### Clock wires, drivers and flops, run 1

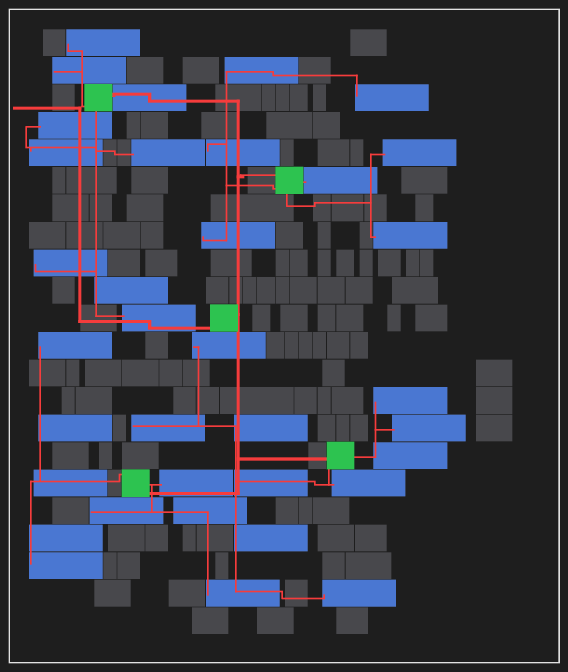
### The clock network, run 1

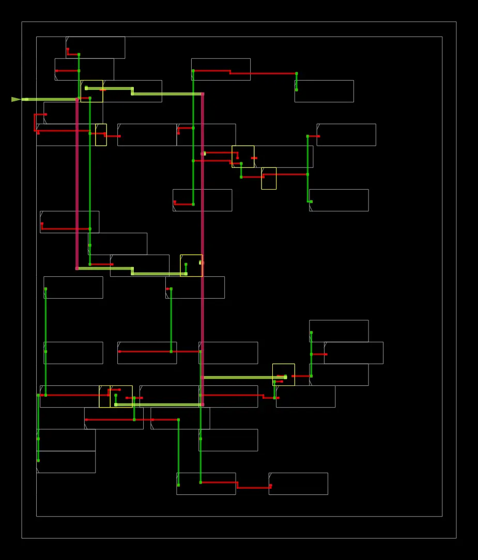
### Pin map, run 1

Pins as bars across the die edge, other pins in gray.
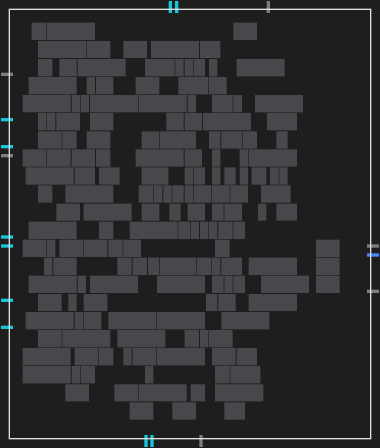
### Drive-strength map, run 1

Bar = 20 um.
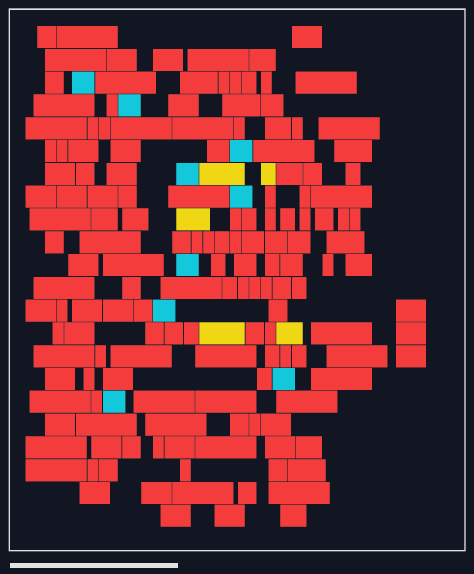
[config.mk]
export PLATFORM = sky130hd
export DESIGN_NAME = sipo_comma_align
export DESIGN_NICKNAME = d
export VERILOG_FILES = /design/src/rtl/sipo_comma_align.sv
export SDC_FILE = /design/constraint.sdc
export NUM_CORES = 1
export LEC_CHECK = 0
export CAP_MARGIN = 20
export CORE_ASPECT_RATIO = 1.2
export CORE_MARGIN = 1.5
export CORE_UTILIZATION = 45
export DETAILED_ROUTE_END_ITERATION = 8
export PLACE_DENSITY_LB_ADDON = 0.3
export SLEW_MARGIN = 20
export SYNTH_ARGS = -nofsm -noshare
export SYNTH_HDL_FRONTEND = slang
export SYNTH_SLANG_ARGS = --single-unit
[constraint.sdc]
create_clock -name BitCLK -period 2.2 [get_ports BitCLK]
set_clock_uncertainty 0.2 [all_clocks]
set_input_delay 0.22 -clock BitCLK [delete_from_list [all_inputs] [get_ports BitCLK]]
set_output_delay 0.22 -clock BitCLK [all_outputs]
set_load 0.05 [all_outputs]
[src/rtl/sipo_comma_align.sv]
// sipo_comma_align: serial-to-parallel deserialiser with 8b/10b comma word alignment.
// The HUNT/CHECK/LOCKED state machine finds the word boundary from K28.5 commas in
// either running disparity. It emits a one-cycle RxValid strobe for each aligned word.
// Optional build macro SIPO_ALIGN_STATS_EN adds the 16-bit Realign_Count output.
module sipo_comma_align #(
    parameter int unsigned           WORD_W    = 10,
    parameter bit                    LSB_FIRST = 1'b1,
    parameter logic [WORD_W-1:0]     COMMA_P   = 10'b0101111100,
    parameter logic [WORD_W-1:0]     COMMA_N   = 10'b1010000011,
    parameter int unsigned           LOCK_CNT  = 3,
    parameter int unsigned           LOSS_CNT  = 4
) (
    input  logic              BitCLK,
    input  logic              Reset,
    input  logic              Serial,
    output logic [WORD_W-1:0] RxParallel,
    output logic              RxValid,
    output logic              Comma_Det,
    output logic              Locked,
    output logic              Align_Event
`ifdef SIPO_ALIGN_STATS_EN
    ,
    output logic [15:0]       Realign_Count
`endif
);

    localparam int unsigned CNT_MAX = (LOCK_CNT > LOSS_CNT) ? LOCK_CNT : LOSS_CNT;
    localparam int unsigned CW      = $clog2(CNT_MAX) + 1;
    localparam int unsigned PW      = (WORD_W > 1) ? $clog2(WORD_W) : 1;

    localparam logic [CW-1:0] LOCK_C  = CW'(LOCK_CNT);
    localparam logic [CW-1:0] LOSS_C  = CW'(LOSS_CNT);
    localparam logic [CW-1:0] CNT_ONE = CW'(1);
    localparam logic [PW-1:0] PH_LAST = PW'(WORD_W - 1);
    localparam logic [PW-1:0] PH_ONE  = PW'(1);

    localparam logic [1:0] StHunt   = 2'd0;
    localparam logic [1:0] StCheck  = 2'd1;
    localparam logic [1:0] StLocked = 2'd2;

    logic [WORD_W-1:0] r_sh;
    logic [PW-1:0]     r_ph;
    logic [1:0]        r_state;
    logic [CW-1:0]     r_good;
    logic [CW-1:0]     r_bad;
    logic [WORD_W-1:0] r_rx_parallel;
    logic              r_rx_valid;
    logic              r_comma_det;
    logic              r_locked;
    logic              r_align_event;

    logic [WORD_W-1:0] w_win;
    logic              w_is_comma;
    logic              w_boundary;
    logic [PW-1:0]     w_ph_nxt;
    logic [1:0]        w_state_nxt;
    logic [CW-1:0]     w_good_nxt;
    logic [CW-1:0]     w_bad_nxt;
    logic              w_emit;
    logic              w_align;
    logic              w_loss;

    // Window with the current serial bit already inserted, plus comma/boundary decode.
    always_comb begin
        if (LSB_FIRST) begin
            w_win = {Serial, r_sh[WORD_W-1:1]};
        end else begin
            w_win = {r_sh[WORD_W-2:0], Serial};
        end
        w_is_comma = (w_win == COMMA_P) || (w_win == COMMA_N);
        w_boundary = (r_ph == PH_LAST);
    end

    // Lock state machine: next state, counters, emit and realign decisions.
    always_comb begin
        w_state_nxt = r_state;
        w_good_nxt  = r_good;
        w_bad_nxt   = r_bad;
        w_emit      = 1'b0;
        w_align     = 1'b0;
        w_loss      = 1'b0;
        w_ph_nxt    = w_boundary ? '0 : r_ph + PH_ONE;

        case (r_state)
            StHunt: begin
                if (w_is_comma) begin
                    w_emit      = 1'b1;
                    w_align     = 1'b1;
                    w_good_nxt  = CNT_ONE;
                    w_state_nxt = (LOCK_CNT == 1) ? StLocked : StCheck;
                end
            end
            StCheck: begin
                if (w_boundary) begin
                    w_emit = 1'b1;
                    if (w_is_comma) begin
                        if (r_good < LOCK_C) begin
                            w_good_nxt = r_good + CNT_ONE;
                        end
                        if ((r_good + CNT_ONE) >= LOCK_C) begin
                            w_state_nxt = StLocked;
                        end
                    end
                end else if (w_is_comma) begin
                    // Comma off the current boundary: restart alignment on it.
                    w_emit     = 1'b1;
                    w_align    = 1'b1;
                    w_good_nxt = CNT_ONE;
                end
            end
            StLocked: begin
                if (w_boundary) begin
                    w_emit = 1'b1;
                    if (w_is_comma) begin
                        w_bad_nxt = '0;
                    end
                end else if (w_is_comma) begin
                    // Misaligned comma while locked: count it, never realign here.
                    if ((r_bad + CNT_ONE) >= LOSS_C) begin
                        w_state_nxt = StHunt;
                        w_bad_nxt   = '0;
                        w_good_nxt  = '0;
                        w_loss      = 1'b1;
                    end else begin
                        w_bad_nxt = r_bad + CNT_ONE;
                    end
                end
            end
            default: begin
                w_state_nxt = StHunt;
                w_good_nxt  = '0;
                w_bad_nxt   = '0;
            end
        endcase

        if (w_align) begin
            w_ph_nxt = '0;
        end
    end

    // State, shift register and registered outputs.
    always_ff @(posedge BitCLK) begin
        if (Reset) begin
            r_sh          <= '0;
            r_ph          <= '0;
            r_state       <= StHunt;
            r_good        <= '0;
            r_bad         <= '0;
            r_rx_parallel <= '0;
            r_rx_valid    <= 1'b0;
            r_comma_det   <= 1'b0;
            r_locked      <= 1'b0;
            r_align_event <= 1'b0;
        end else begin
            r_sh          <= w_win;
            r_ph          <= w_ph_nxt;
            r_state       <= w_state_nxt;
            r_good        <= w_good_nxt;
            r_bad         <= w_bad_nxt;
            r_rx_valid    <= w_emit;
            r_comma_det   <= w_emit & w_is_comma;
            r_locked      <= (w_state_nxt == StLocked);
            r_align_event <= w_align;
            if (w_emit) begin
                r_rx_parallel <= w_win;
            end
        end
    end

    assign RxParallel  = r_rx_parallel;
    assign RxValid     = r_rx_valid;
    assign Comma_Det   = r_comma_det;
    assign Locked      = r_locked;
    assign Align_Event = r_align_event;

`ifdef SIPO_ALIGN_STATS_EN
    logic [15:0] r_realign_cnt;

    // Saturating count of boundary (re)sets and lock losses.
    always_ff @(posedge BitCLK) begin
        if (Reset) begin
            r_realign_cnt <= '0;
        end else if ((w_align || w_loss) && (r_realign_cnt != 16'hFFFF)) begin
            r_realign_cnt <= r_realign_cnt + 16'd1;
        end
    end

    assign Realign_Count = r_realign_cnt;
`endif

endmodule
==> changes_impl.md, run 1 <==
### Changed

* Switching share of power at between 20% and 30%
* Slew Limit Headroom at 65.72%
* Hold buffers post-CTS at 0
* Pwr Total at 0.9988 mW
* CTS H-tree lvls at 2
* Final ANT Viol Nets at 0
* TritonCTS clock tree: yes
* Pre-Repair DR Iteration Count at 4
* Internal power at 0.7815 mW
* Clock root buffer master: clkbuf_4
* NetSw at 0.2173 mW
* Clk slew on worst S/H paths at about 0.090 ns
* Launch point of the critical path: r_ph[1]$_SDFF_PP0_
* Asr flop ratio synth at 0%
* Mux share at 8.488%
* Pre-CTS setup slack at -0.1039 ns
* Comb power frac at 3.4%
* R2r setup slk at 0.21 ns
* Hold_sp: r_ph[0]$_SDFF_PP0_
* Area leader share at 49.51%
* WP data required at 2.22 ns
* Drt total wl at 2.658 mm
* Tool Warnings at 28
* Register share of the cell area at 41.82%
* Logic share of the area at 40.03%
* Critical path arrival at 2.02 ns
* Cell type with the largest total area: dfxtp_1
* Setup repair after global routing missed its margin: no
* Status: finished, final reports clean
* Starting DRT DRC Count at 17
* Post-route DRC at 0
* Most frequent cells after synthesis: dfxtp_1, nor2_1, mux2i_1, nor2b_1, nand2_1
* Total Routing Usage GR at 18.14%
* Chip area in the Yosys report at 0.001415 sq mm
* Hold Fails Final Rpt at 0
* Max-Cap Viols at 0
* Period minus WS final at 1.992 ns
* Final Setup Violations at 0
* Cells after Synth at about 140
* Largest net degree at the start of global routing at 14
* GRT overflow at 0
* Core Region at 0.003028 sq mm
* Die Footprint at roughly 0.0035 sq mm
* GP Congestion at 0.8262
* Compound Share, Synth at 9.461%
* Pleak at 0.7282 nW
* Ratio of final minimum period to clock period at 90.53%
* Count of multi-input gates at 99
* Synth Net Count at about 150
* FMAX at 0.5021 GHz
* Max FFs per register at 10
* Hold WS at 0.2839 ns
* DP HPWL at 1.936 mm
* Setup TNS at 0 ns
* Max FO, Critical Path at 12
* Fillers at roughly 280
* Dpl cells at a little under 200
* Non-clk invs at 5
* Crit Path Category: flop to flop
* Vias per cell at approximately 5.4
* Adder Area Share at 4.421%
* Logic area at 670.6 sq um
* Vias in the first global route at approximately 1100
* Average size of a mapped cell at around 10 sq um
* Seq share, synth at 49.51%
* Sequential share of power at 64.9%
Back to the opening pictures, 'Clock wires, drivers and flops':
Key: green = clock drivers [count 5]; red = clock wires [length 371 um]; blue = flip-flops [count 35]
There are 6 routed clock nets.
clk_lat worst skew: 0.33 ns
Clk network pwr share: 31.7%
Clk. pwr: 0.316 mW

Back to the opening pictures, 'The clock network':
TritonCTS Buffers: 5
Sink Count: 35
clkbuf count: 7
seq_cells: 35

Back to the opening pictures, 'Pin map':
Key: cyan = `RxParallel` [pins 10, direction output, edge 6 west, 2 north, 2 south]; blue = `Align_Event` [pins 1, direction output, edge east]
number of port buffers: 16
die height: 64.43 um
Die Wd: 54.19 um

Back to the opening pictures, 'Drive-strength map':
Key: yellow = _2 cells [cells 5, share 3.0%, most used a2111oi_2]; red = _0 and _1 cells [cells 153, share 92%, most used dfxtp_1]; cyan = _3 and _4 cells [cells 9, share 5.4%, most used clkbuf_4]
final instance area: 0.001675 sq mm
setup ws final: 0.2082 ns

[run 1: timing repair]
action                                  4_1_cts  5_1_grt
buffers inserted                              0        0
gates resized                                 0        1
endpoints found under the setup margin        0       10
[run 1: final timing paths]
path                                                   end  depth (start not counted)
worst min-delay path                    r_ph[0]$_SDFF_PP0_                          1
worst max-delay path            RxParallel[6]$_SDFFE_PP0P_                          7
worst max register to register  RxParallel[6]$_SDFFE_PP0P_                          7
worst min register to register          r_ph[0]$_SDFF_PP0_                          1
[run 1: power by group through the flow]
stage	sequential, mW	combinational [mW]	clock (mW)
after global placement	0.663	0.0325	0
after detailed placement	0.663	0.0343	0
after global routing	0.651	0.0386	0.358
final	0.648	0.0342	0.316
after CTS	0.648	0.0347	0.330
after floorplan	0.661	0.0211	0
[run 1: critical path, stage by stage, from the launching register on]
cell	delay, ns
dfxtp_1	0.36
inv_1	0.05
ha_1	0.18
and3b_1	0.23
nand2_1	0.13
a41o_2	0.43
mux2i_1	0.25
nor2_1	0.06
[run 1: cell usage in the layout (no fill, tap or decap), types with 2 or more instances in the layout]
cell type and instances:
ha_1 5, o21ai_1 2, clkdlybuf4s50_1 16, a21o_1 2
nor4_1 4, buf_4 4, inv_1 5, nor2_1 20
nor2b_1 9, nand3_1 2, nor3_1 4, and4b_1 2
clkbuf_4 5, a2111oi_2 2, clkbuf_1 2, nand2_1 8
and3b_1 2, xor2_1 3, o22ai_1 2, dfxtp_1 35
a21oi_1 5, nand2b_1 3, mux2i_1 12
[run 1: layer usage]
metal / track usage (%) / share of wire [%]
met1: 20.83 / 41
met2: 28.77 / 50
met3: 5.300 / 5.7
met4: 10.94 / 3.3
met5: 0 / 0
==> run 2: changes to the inputs <==
- SKIP_CTS_REPAIR_TIMING: unset -> 1
==> changes_impl.md, run 2 <==
### Changed

* Met2 usage at 28.77% (unchanged)
* Clock root buffer master: clkbuf_4 (unchanged)
* Final instance area at 0.001675 sq mm (unchanged)
* Final ANT Viol Nets at 0 (unchanged)
* Clk_lat worst skew at 0.33 ns (about the same)
* Hold Fails Final Rpt at 0 (unchanged)
* GRT overflow at 0 (unchanged)
* Seq share, synth at 49.51% (unchanged)
* Slew Limit Headroom at 65.72% (unchanged)
* Period minus WS final at 1.992 ns (unchanged)
* TritonCTS Buffers at 5 (unchanged)
* Fillers at 280 (unchanged)
* Launch point of the critical path: r_ph[1]$_SDFF_PP0_ (unchanged)
* Chip area in the Yosys report at 0.001415 sq mm (unchanged)
* Top sig layer: met4 (unchanged)
* Pre-Repair DR Iteration Count at 4 (unchanged)
* Metal2 WL at 1.324 mm (unchanged)
* GR Layer Usage met1 at 20.83% (unchanged)
* Total Routing Usage GR at 18.14% (unchanged)
* Asr flop ratio synth at 0% (unchanged)
* Cells after Synth at 144 (unchanged)
* CTS H-tree lvls at 2 (unchanged)
* Vias in the first global route at 1082 (unchanged)
* M1 WL at 1.091 mm (unchanged)
* Crit path max-delay family: AND-OR/OR-AND gates (unchanged)
* Status: finished, final reports clean (unchanged)
* Hold_sp: r_ph[0]$_SDFF_PP0_ (unchanged)
* Starting DRT DRC Count at 17 (unchanged)
* Die Footprint at 0.003491 sq mm (unchanged)
* Cells along the critical path: inv_1, ha_1, and3b_1, nand2_1, a41o_2, mux2i_1, nor2_1 (unchanged)
* Top Layout Cells: dfxtp_1, nor2_1, clkdlybuf4s50_1, mux2i_1, nor2b_1 (unchanged)
* Max stage delay on crit path at 0.43 ns (about the same)
* TritonCTS clock tree: yes (unchanged)
* Most frequent cells after synthesis: dfxtp_1, nor2_1, mux2i_1, nor2b_1, nand2_1 (unchanged)
* WP data required at 2.22 ns (about the same)
* Vias per cell at 5.424 (unchanged)
* DR WL met3 at 152 um (unchanged)
* Most frequent logic cell in the layout: dfxtp_1 (unchanged)
* Critical path arrival at 2.02 ns (about the same)
* Grt peak-use layer: met2 (unchanged)
* Worst path bufs/invs at 1 (unchanged)
* Average size of a mapped cell at 9.827 sq um (unchanged)
* DP HPWL at 1.936 mm (unchanged)
* Final Setup Violations at 0 (unchanged)
* Largest net degree at the start of global routing at 14 (unchanged)
* Logic area at 670.6 sq um (unchanged)
* Setup repair after global routing missed its margin: no (unchanged)
* GP Congestion at 0.8262 (unchanged)
* Cell type with the largest total area: dfxtp_1 (unchanged)
* Synth Net Count at 152 (unchanged)
* M3 GR Usage at 5.300% (unchanged)
* Ratio of final minimum period to clock period at 90.53% (unchanged)
* Post-route DRC at 0 (unchanged)
* Max-Cap Viols at 0 (unchanged)
* Die height at 64.43 um (unchanged)
* Slowest-stage cell, CP: a41o_2 (unchanged)
* Drt total wl at 2.658 mm (unchanged)
* Tool Warnings at 28 (unchanged)
* Pleak at 0.7282 nW (unchanged)
## run 2: cell counts in the layout (fill, tap and decap cells not counted)
No cell type changed its count.
## run 2: cell type report
class / count / share of cell area [%]
multi-input cells: 99 / 40.03
inverters: 5 / 1.120
clock inverters: 1 / 0.2987
flip-flops and latches: 35 / 41.82
repair buffers: 20 / 11.35
well taps: 36 / 2.689
clock buffers: 7 / 2.689
## run 2: path summary, 6_finish.rpt
path	cells after the start	to	slack [ns]
worst min-delay path	1	r_ph[0]$_SDFF_PP0_	0.28
worst max register to register	7	RxParallel[6]$_SDFFE_PP0P_	0.21
worst min register to register	1	r_ph[0]$_SDFF_PP0_	0.28
worst max-delay path	7	RxParallel[6]$_SDFFE_PP0P_	0.21
## run 2: cell families after synthesis
group | share of synthesized area [%]
simple gates | 22.46
flops | 49.51
compound gates | 9.461
mux | 8.488
buf+inv | 3.184
fa+ha+maj | 4.421
xor+xnor | 2.476
## run 2: power by group
part | switching (mW) | total, mW | leakage (nW) | internal [mW]
Combinational | 0.0182 | 0.0342 | 0.416 | 0.0160
Clock | 0.192 | 0.316 | 0.0293 | 0.124
Sequential | 0.00727 | 0.648 | 0.283 | 0.641
## run 2: worst reg2reg max path, stage by stage, from the launching register on
cell,delay [ns]
dfxtp_1,0.36
inv_1,0.05
ha_1,0.18
and3b_1,0.23
nand2_1,0.13
a41o_2,0.43
mux2i_1,0.25
nor2_1,0.06
## run 2: per-stage QoR
step	power (mW)	setup TNS, ns	setup slack [ns]	instances
after floorplan	0.6822	0	0.3768	144
after global placement	0.6950	-0.5510	-0.07115	195
after detailed placement	0.6975	-0.8863	-0.1039	195
after CTS	1.014	0	0.002555	203
after global routing	1.047	0	0.07532	203
final	0.9988	0	0.2082	203
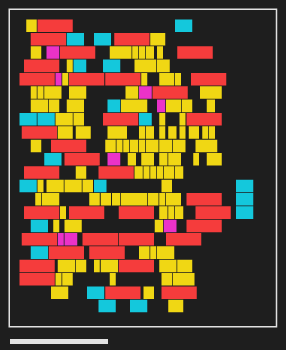
*Cell classes on the final placement, run 2*
Bar = 20 um.
Key: yellow = combinational and other logic [cells 104, share of their area 42%]; cyan = other buffers and delay cells [cells 20, share of their area 12%]; magenta = clock drivers and dummy loads [cells 8, share of their area 3.1%]; red = flops [cells 35, share of their area 43%]
register share of the cell area: 41.82%
Core Region: 0.003028 sq mm
row cnt: 22
final core occ: 55.33%

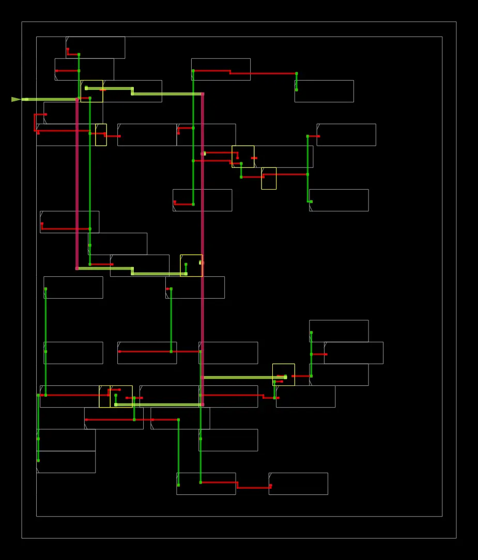
*The clock network, run 2*

==> run 3: changes to the inputs <==
- ABC_AREA: unset -> 1
- clock period: 2.2 -> 2.6 ns (I/O delays scaled with it)
==> changes_impl.md, run 3 <==
### Changed

* Most frequent logic cell in the layout: dfxtp_1 (unchanged)
* WP data required at 2.58 ns (was 2.22 ns)
* Clk_lat worst skew at 0.29 ns (was 0.33 ns)
* Crit Path Category: flop to flop (unchanged)
* Clock buffer depth at 2 (unchanged)
* Row cnt at 23 (was 22)
* Asr flop ratio synth at 0% (unchanged)
* Io pins at 17 (unchanged)
* Vias per cell at 5.031 (was 5.424)
* Hold Fails Final Rpt at 0 (unchanged)
* Levels on crit path at 8 (was 7)
* Pre-CTS setup slack at 0.4563 ns (was -0.1039 ns)
* #FFs+latches synth at 35 (unchanged)
* Max-Cap Viols at 0 (unchanged)
* Fraction of layout cells with a size suffix above 1 at 11.87% (was 8.383%)
* Slowest-stage cell, CP: dfxtp_1 (was a41o_2)
* Cell type with the largest total area: dfxtp_1 (unchanged)
* Number of port buffers at 16 (unchanged)
* GP Congestion at 0.9487 (was 0.8262)
* Top Layout Cells: dfxtp_1, nand2_1, nor2_1, inv_1, clkdlybuf4s50_1 (was dfxtp_1, nor2_1, clkdlybuf4s50_1, mux2i_1, nor2b_1)
* Critical Path Start Type: flop (unchanged)
* Tool Warnings at 28 (unchanged)
* Cells along the critical path: ha_1, nand2_1, nor2_1, nand2_1, nand2_2, inv_2, nor2_1, nor2_1 (was inv_1, ha_1, and3b_1, nand2_1, a41o_2, mux2i_1, nor2_1)
* Setup repair after global routing missed its margin: no (unchanged)
* Setup TNS at 0 ns (unchanged)
* Vias in the first global route at 1162 (was 1082)
* Post-route DRC at 0 (unchanged)
* Seq share, synth at 45.38% (was 49.51%)
* Hold WS at 0.2577 ns (was 0.2839 ns)
* R2R Path Start: r_ph[0]$_SDFF_PP0_ (was r_ph[1]$_SDFF_PP0_)
* Cells after Synth at 200 (was 144)
* FMAX at 0.5046 GHz (was 0.5021 GHz)
* Synth Net Count at 208 (was 152)
* Pwr Total at 1.083 mW (was 0.9988 mW)
* Setup ws final at 0.6183 ns (was 0.2082 ns)
* R2R Path End: RxParallel[0]$_SDFFE_PP0P_ (was RxParallel[6]$_SDFFE_PP0P_)
* Launch point of the critical path: r_ph[0]$_SDFF_PP0_ (was r_ph[1]$_SDFF_PP0_)
* Starting DRT DRC Count at 32 (was 17)
* Final Non-Filler Cells at 256 (was 203)
* Final core occ at 55.09% (was 55.33%)
* DP HPWL at 2.054 mm (was 1.936 mm)
* R2r setup slk at 0.62 ns (was 0.21 ns)
* Period minus WS final at 1.982 ns (was 1.992 ns)
* Hold depth at 2 (was 1)
* Pre-Repair DR Iteration Count at 4 (unchanged)
* TritonCTS clock tree: yes (unchanged)
* Critical path arrival at 1.96 ns (was 2.02 ns)
* Dpl cells at 248 (was 195)
* Clk slew on worst S/H paths at 0.06 ns (was 0.09 ns)
* Antenna violations before repair at 0 (unchanged)
* Max FO, Critical Path at 20 (was 12)
* GRT overflow at 0 (unchanged)
* Average size of a mapped cell at 7.720 sq um (was 9.827 sq um)
* Crit path max-delay family: simple AND/OR/NAND/NOR gates (was AND-OR/OR-AND gates)
* Final Setup Violations at 0 (unchanged)
* Max stage delay on crit path at 0.38 ns (was 0.43 ns)
* Worst path bufs/invs at 1 (unchanged)
* Sink Count at 35 (unchanged)
* CP Capture Point: RxParallel[0]$_SDFFE_PP0P_ (was RxParallel[6]$_SDFFE_PP0P_)
* Crit path top cell by count: nor2_1
* Cells on worst reg2reg path at 8 (was 7)
* Status: finished, final reports clean (unchanged)
* CTS H-tree lvls at 2 (unchanged)
* Drt total wl at 2.844 mm (was 2.658 mm)
* Ratio of final minimum period to clock period at 76.22% (was 90.53%)
* Die Footprint at 0.003793 sq mm (was 0.003491 sq mm)
* Slew Limit Headroom at 66.37% (was 65.72%)
* Most frequent cells after synthesis: dfxtp_1, nand2_1, nor2_1, inv_1, a21oi_1 (was dfxtp_1, nor2_1, mux2i_1, nor2b_1, nand2_1)
* Final ANT Viol Nets at 0 (unchanged)
* Fillers at 307 (was 280)
* Max FFs per register at 10 (unchanged)
* Logic area at 703.2 sq um (was 670.6 sq um)
* YS warnings at 0 (unchanged)
* Chip area in the Yosys report at 0.001544 sq mm (was 0.001415 sq mm)
* Clock root buffer master: clkbuf_8 (was clkbuf_4)
* Largest net degree at the start of global routing at 21 (was 14)
* Pleak at 0.7673 nW (was 0.7282 nW)
* Area leader share at 45.38% (was 49.51%)
* Hold/Removal Path Class: flop to flop (unchanged)
* TritonCTS Buffers at 5 (unchanged)
* Total Routing Usage GR at 16.84% (was 18.14%)
run 3: cell types whose count changed in the layout (fill, tap and decap cells not counted), moves of 4 or more:
cell      delta
nand3_1     +10
a21oi_1      +9
nor4_1       -4
inv_2        +6
nand2_1     +23
inv_1       +15
o21ai_1      +8
o21ai_0      +7
clkbuf_4     -5
mux2i_1     -12
nor2_1       +8
clkbuf_8     +7
nor2b_1      -9
run 3: cells by family after synthesis:
logic type	Yosys count	share of synthesized area, %
simple gates	86	26.26
compound gates	37	12.97
flops	35	45.38
buf+inv	33	9.075
fa+ha+maj	5	4.052
xor+xnor	4	2.269
run 3: report_power, final:
group          internal, mW  total (mW)  switching, mW
Combinational        0.0357      0.0926         0.0570
Clock                 0.241       0.421          0.180
Sequential            0.552       0.569         0.0173
Total                 0.829        1.08          0.254
run 3: worst min path at each step:
stage                    endpoint          startpoint  slack [ns]
2_1_floorplan  r_sh[9]$_SDFF_PP0_              Serial        0.19
3_3_place_gp   r_sh[8]$_SDFF_PP0_  r_sh[9]$_SDFF_PP0_        0.25
3_5_place_dp   r_sh[6]$_SDFF_PP0_  r_sh[7]$_SDFF_PP0_        0.25
4_1_cts        r_sh[6]$_SDFF_PP0_  r_sh[7]$_SDFF_PP0_        0.26
5_1_grt        r_sh[1]$_SDFF_PP0_  r_sh[2]$_SDFF_PP0_        0.28
6_report       r_sh[8]$_SDFF_PP0_  r_sh[9]$_SDFF_PP0_        0.26
run 3: area by class of cell:
type                       instances  area share, %
multi-input combinational        132          38.57
clock buffer                       8          5.491
tap                               37          2.539
inverter                          26          5.353
sequential                        35          38.44
timing repair buffer              18          9.609
run 3: per-layer routing:
metal	vias up	routed length (um)	track usage (%)
met5	-	0	0
met4	0	87	9.821
met3	7	141	5.172
met2	30	1369	29.22
met1	577	1247	18.17
li1	674	-	-
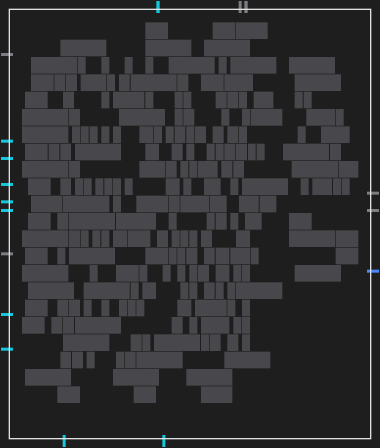
*Pin map, run 3*
Pins as bars across the die edge, other pins in gray.
Key: cyan = `RxParallel` [pins 10, direction output, edge 7 west, 2 south, 1 north]; blue = `Align_Event` [pins 1, direction output, edge east]
All pins by edge: 9 west, 3 east, 3 north, 2 south.
Die Wd: 56.47 um
die height: 67.17 um

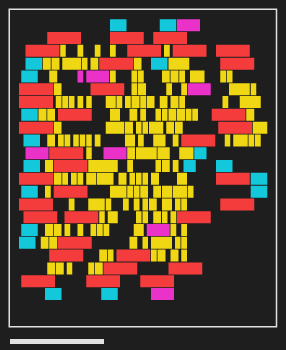
*Cell classes on the final placement, run 3*
Bar = 20 um.
Key: yellow = combinational and other logic [cells 158, share of their area 45%]; magenta = clock drivers and dummy loads [cells 8, share of their area 5.6%]; cyan = other buffers and delay cells [cells 18, share of their area 9.9%]; red = flops [cells 35, share of their area 39%]
final instance area: 0.001823 sq mm
Core Region: 0.003309 sq mm

Power and IR drop assume default switching activity.
